Figure 1. Floorplan with the power grid.
The bar under the picture is 20 um long. Pins as bars on the die edge. Tap cells in gray.
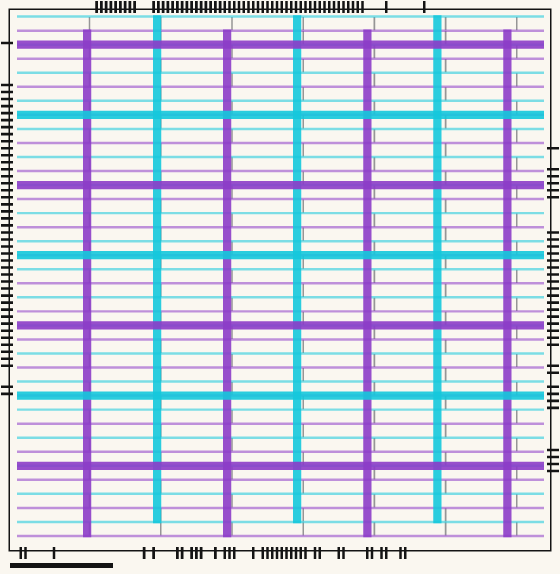
Figure 2. Cell area per tile.
The bar under the picture is 20 um long. 10 x 10 tiles, from white (low) to dark blue (high), 0 to 100% covered.
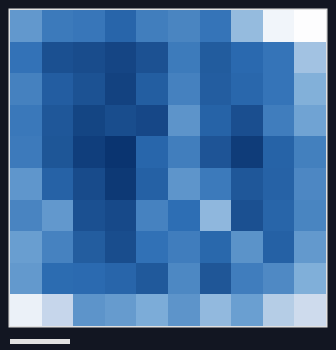
Figure 3. Cell placement.
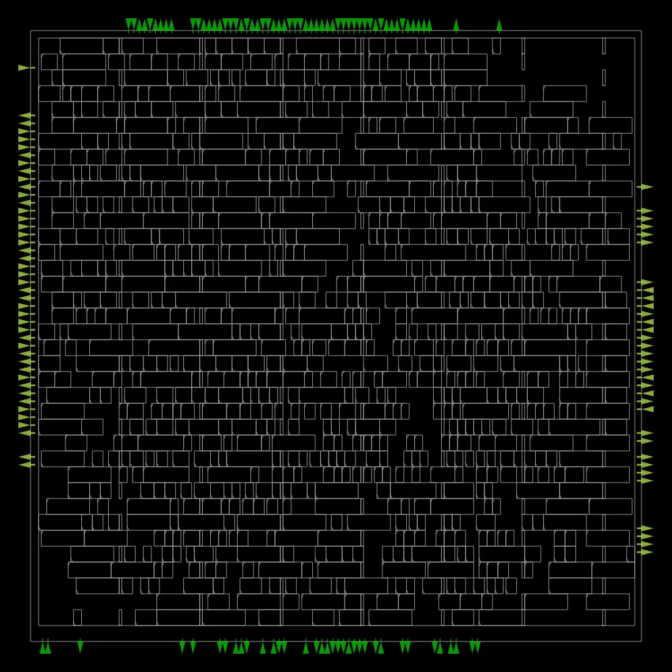
Figure 4. Port wiring.
The bar under the picture is 20 um long.
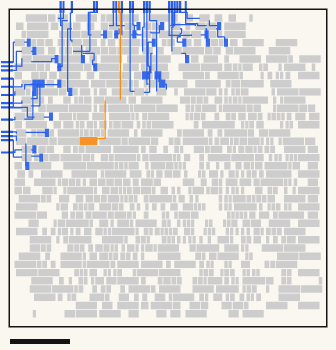
Figure 5. Where the registers sit.
The bar under the picture is 20 um long. Other sequential cells in the stronger gray, the rest of the logic in the fainter gray.
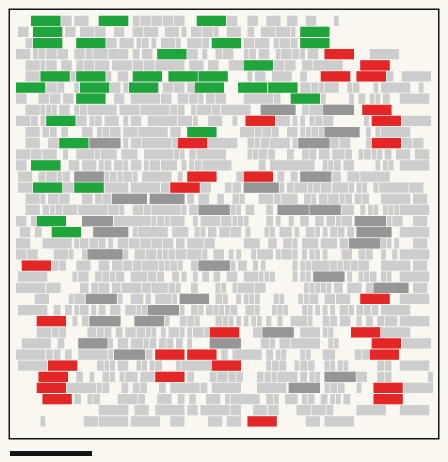
==> config.mk <==
export PLATFORM = sky130hd
export DESIGN_NAME = fetch_stage
export DESIGN_NICKNAME = d
export VERILOG_FILES = /design/src/rtl/cpu_pkg.sv /design/src/rtl/fetch_buffer.sv /design/src/rtl/fetch_stage.sv
export SDC_FILE = /design/constraint.sdc
export NUM_CORES = 1
export LEC_CHECK = 0
export ABC_AREA = 1
export CAP_MARGIN = 0
export CORE_UTILIZATION = 45
export DETAILED_ROUTE_END_ITERATION = 6
export PLACE_DENSITY = 0.76
export SYNTH_ARGS = -nofsm -noshare
export SYNTH_HDL_FRONTEND = slang
export SYNTH_SLANG_ARGS = --single-unit
==> constraint.sdc <==
create_clock -name clock -period 1.48 [get_ports clock]
set_input_delay 0.222 -clock clock [delete_from_list [all_inputs] [get_ports clock]]
set_output_delay 0.222 -clock clock [all_outputs]
set_load 0.05 [all_outputs]
==> src/rtl/cpu_pkg.sv <==
// Shared CPU pipeline definitions.
//   word_t         : 32-bit machine word.
//   fetch_state_t  : fetch FSM states (ISSUE, WAIT).
//   *_DEFAULT      : default values for the fetch stage parameters.
//   align_word()   : clears bits [1:0] to form a word-aligned address.
package cpu_pkg;

  typedef logic [31:0] word_t;

  typedef enum logic {
    ISSUE = 1'b0,
    WAIT  = 1'b1
  } fetch_state_t;

  localparam word_t NOP_INSTR_DEFAULT    = 32'h0000_0013;
  localparam word_t RESET_VECTOR_DEFAULT = 32'h0000_0000;

  function automatic word_t align_word(input word_t addr);
    return {addr[31:2], 2'b00};
  endfunction

endpackage

==> src/rtl/fetch_buffer.sv <==
// Single-entry decode output register.
//   clock, reset        : clock, synchronous active-high reset
//   load_i              : capture instr_i/pc_i as a valid instruction
//   flush_i             : discard the held instruction (highest priority)
//   consume_i           : decode takes the held instruction this cycle
//   instr_i, pc_i       : instruction word and its PC to capture
//   valid_o, instr_o, pc_o : held instruction; instr_o is NOP while empty
module fetch_buffer
  import cpu_pkg::*;
#(
  parameter word_t NOP_INSTR = NOP_INSTR_DEFAULT
) (
  input  logic  clock,
  input  logic  reset,
  input  logic  load_i,
  input  logic  flush_i,
  input  logic  consume_i,
  input  word_t instr_i,
  input  word_t pc_i,
  output logic  valid_o,
  output word_t instr_o,
  output word_t pc_o
);

  logic  valid_q, valid_d;
  word_t instr_q, instr_d;
  word_t pc_q, pc_d;

  // Flush beats load beats consume. A load and a consume never collide in
  // practice (responses only land in an empty buffer), but load wins anyway.
  // dec_pc is left untouched when the buffer empties; only valid/instr clear.
  always_comb begin
    valid_d = valid_q;
    instr_d = instr_q;
    pc_d    = pc_q;
    if (flush_i) begin
      valid_d = 1'b0;
      instr_d = NOP_INSTR;
    end else if (load_i) begin
      valid_d = 1'b1;
      instr_d = instr_i;
      pc_d    = pc_i;
    end else if (consume_i) begin
      valid_d = 1'b0;
      instr_d = NOP_INSTR;
    end
  end

  always_ff @(posedge clock) begin
    if (reset) begin
      valid_q <= 1'b0;
      instr_q <= NOP_INSTR;
      pc_q    <= '0;
    end else begin
      valid_q <= valid_d;
      instr_q <= instr_d;
      pc_q    <= pc_d;
    end
  end

  assign valid_o = valid_q;
  assign instr_o = instr_q;
  assign pc_o    = pc_q;

endmodule

==> src/rtl/fetch_stage.sv <==
// Instruction fetch stage: owns the PC, issues one ICache request at a time,
// buffers the returned instruction for decode and handles redirects,
// squashing a request that is already in flight.
//   clock, reset                  : clock, synchronous active-high reset
//   stall                         : decode cannot accept this cycle
//   redirect_valid/target         : load new PC (target bits [1:0] ignored)
//   icache_req/addr               : one-cycle request strobe and address
//   icache_resp_valid/data        : response for the outstanding request
//   dec_valid/instr/pc            : instruction presented to decode
//   dbg_state                     : current FSM state, for observation
//
// Handshake: decode takes the instruction on any cycle where dec_valid=1 and
// stall=0; the ICache accepts every icache_req strobe and answers it with
// exactly one icache_resp_valid strobe, at the earliest one cycle later.
module fetch_stage
  import cpu_pkg::*;
#(
  parameter word_t RESET_VECTOR = RESET_VECTOR_DEFAULT,
  parameter word_t NOP_INSTR    = NOP_INSTR_DEFAULT
) (
  input  logic         clock,
  input  logic         reset,
  input  logic         stall,
  input  logic         redirect_valid,
  input  word_t        redirect_target,
  output logic         icache_req,
  output word_t        icache_addr,
  input  logic         icache_resp_valid,
  input  word_t        icache_resp_data,
  output logic         dec_valid,
  output word_t        dec_instr,
  output word_t        dec_pc,
  output fetch_state_t dbg_state
);

  fetch_state_t state_q, state_d;
  word_t        pc_q, pc_d;
  logic         squash_q, squash_d;

  logic req, buf_load, buf_flush, consume, buf_free;

  assign consume  = dec_valid & ~stall;
  // Issue only when the buffer will be empty by the time a response lands.
  assign buf_free = ~dec_valid | consume;

  always_comb begin
    state_d   = state_q;
    pc_d      = pc_q;
    squash_d  = squash_q;
    req       = 1'b0;
    buf_load  = 1'b0;
    buf_flush = 1'b0;
    case (state_q)
      ISSUE: begin
        if (redirect_valid) begin
          pc_d      = align_word(redirect_target);
          buf_flush = 1'b1;
        end else if (buf_free) begin
          req     = 1'b1;
          state_d = WAIT;
        end
      end
      WAIT: begin
        if (redirect_valid) begin
          pc_d      = align_word(redirect_target);
          buf_flush = 1'b1;
          if (icache_resp_valid) begin
            // The in-flight response is here: drop it, nothing left to squash.
            squash_d = 1'b0;
            state_d  = ISSUE;
          end else begin
            // Remember to drop the response that is still coming.
            squash_d = 1'b1;
          end
        end else if (icache_resp_valid) begin
          state_d  = ISSUE;
          squash_d = 1'b0;
          if (!squash_q) begin
            buf_load = 1'b1;
            pc_d     = pc_q + 32'd4;
          end
        end
      end
      default: state_d = ISSUE;
    endcase
  end

  always_ff @(posedge clock) begin
    if (reset) begin
      state_q  <= ISSUE;
      pc_q     <= RESET_VECTOR;
      squash_q <= 1'b0;
    end else begin
      state_q  <= state_d;
      pc_q     <= pc_d;
      squash_q <= squash_d;
    end
  end

  // No strobe while reset is held, whatever state the FSM was in.
  assign icache_req  = req & ~reset;
  assign icache_addr = pc_q;
  assign dbg_state   = state_q;

  fetch_buffer #(
    .NOP_INSTR (NOP_INSTR)
  ) u_buf (
    .clock     (clock),
    .reset     (reset),
    .load_i    (buf_load),
    .flush_i   (buf_flush),
    .consume_i (consume),
    .instr_i   (icache_resp_data),
    .pc_i      (pc_q),
    .valid_o   (dec_valid),
    .instr_o   (dec_instr),
    .pc_o      (dec_pc)
  );

endmodule
==> flow_summary_export.csv <==
group,metric,value,unit
status,status,"completed",
placement,gp_congestion,0.876,
hold_path,whs_path_depth,6,
job,tool_warnings,31,
synthesis,avgSynthCellArea,6.92,sq um
die,die_x,105,um
drt,avgViaCountPerCell,5.45,
synthesis,ys.warnings.count,0,
setup_path,r2r_start,"icache_addr[3]$_SDFFE_PP0P_",
synthesis,async_flop_share,0,
grt,grt_pass1_wl,26.1,mm
clock_tree,clk_pin_slew,100,ps
setup_path,crit_path_end,"icache_addr[18]$_SDFFE_PP0P_",
setup_path,start_kind,"flip-flop",
pwr,p_total,6.55,mW
drt,num_vias,5574,
pwr,seqPwrFrac,0.433,
synthesis,ys_dominant_reg_cell,"dfxtp_1",
synthesis,compound_area_frac,0.221,
synthesis,top_cell,"nand2_1",
synthesis,ys_sh_adder,0.00264,
finish,nets,951,
final_timing,setup-tns-final,0,ps
synthesis,synth-seq-cells,95,
synthesis,ys_sh_mux,0,
hold_path,holdPathEnd,"dbg_state$_SDFF_PP0_",
clock_tree,hold_buffers,0,
synthesis,yosys_area,0.00474,sq mm
setup_path,cp_data_required_time,1790,ps
synthesis,syn-cell-area,0.00474,sq mm
clock_tree,h-tree-depth,3,
synthesis,yosys-dominant-comb-family,"simple AND/OR/NAND/NOR gates",
grt,antenna_found_initial,0,
setup_path,worstPathArrival,1760,ps
pwr,p_clk_frac,0.284,
hold_path,hp-start,"redirect_valid",
drt,wire_per_inst,15.8,um
-- Figure 1 (at the start) --
color	net
cyan	VDD
purple	VSS
rows	37
met1 rails	38
met5 straps	7
tap cells	136
Worst VDD drop: 0.000507 V
core area: 0.0103 sq mm

-- Figure 2 (at the start) --
mean over tiles	69%
fullest tile	98%
tiles over 75% full	46%
Finished Core Util: 0.756
Core Util at FP: 0.461

-- Figure 3 (at the start) --
fill cell count: 775
fraction of area in registers: 0.252
registers: 95
Tapcells: 136
fin cells: 1022

-- Figure 4 (at the start) --
color	port	bits	direction	edge	end cells	wire
blue	icache_resp_data	32	input	19 top, 13 left	32	535 um
orange	icache_req	1	output	top	1	45.2 um
Ports: 168
port bufs: 161

-- Figure 5 (at the start) --
color	netlist name	flops
red	u_buf.pc_o	30
green	u_buf.instr_o	32
not colored	33

-- routing by layer --
| metal | vias to the layer above | share of wire | global-route usage |
|---|---|---|---|
| li1 | 2654 | - | - |
| met1 | 2626 | 0.40 | 0.349 |
| met2 | 250 | 0.51 | 0.526 |
| met3 | 44 | 0.061 | 0.0480 |
| met4 | 0 | 0.030 | 0.138 |
| met5 | - | 0 | 0 |
-- stage by stage --
stage	std cells	setup slack [ps]	area, sq um
after floorplan	688	-41.3	4800
after global placement	998	-130	7340
after detailed placement	998	-179	7340
after CTS	1018	-12.7	7620
after global routing	1022	-77.3	7770
final	1022	29.3	7770
-- worst max-delay path: stages, from the launching register on --
cell     delay, ps
dfxtp_4        380
ha_4           140
nand2_2         60
nor2_4         100
nand2_4         80
nor2_4         220
nand2_2         80
nand2_2         80
nand3_2         60
a31oi_1        180
-- cells in the final DEF (no fill, tap or decap), types with 33 or more instances in the layout --
cell type        Yosys  layout
nand2_1            163     154
buf_4               11      95
a21oi_1             74      71
dfxtp_1             95      66
clkdlybuf4s50_1      0      65
buf_12               0      64
o21ai_0             61      60
nor2_1              65      55
inv_1               47      46
nand3_1             37      33
-- final cells by class --
cell class                      count  area [sq um]  area share
Timing Repair Buffer              226          2670       0.344
Multi-Input combinational cell    493          2540       0.327
Sequential cell                    95          1960       0.252
Inverter                           56           214      0.0275
Tap cell                          136           170      0.0219
Clock buffer                       10           138      0.0177
Clock inverter                      6          73.8     0.00950
-- power by group through the flow --
stage	combinational (mW)	sequential (mW)	clock (mW)
CTS	1.81	2.83	1.90
global route	1.96	2.85	1.99
global placement	1.76	2.89	0
detailed placement	1.79	2.89	0
finish	1.85	2.84	1.86
floorplan	0.465	3.26	0
Power figures rest on the tool's default switching activity, not on a simulated workload.
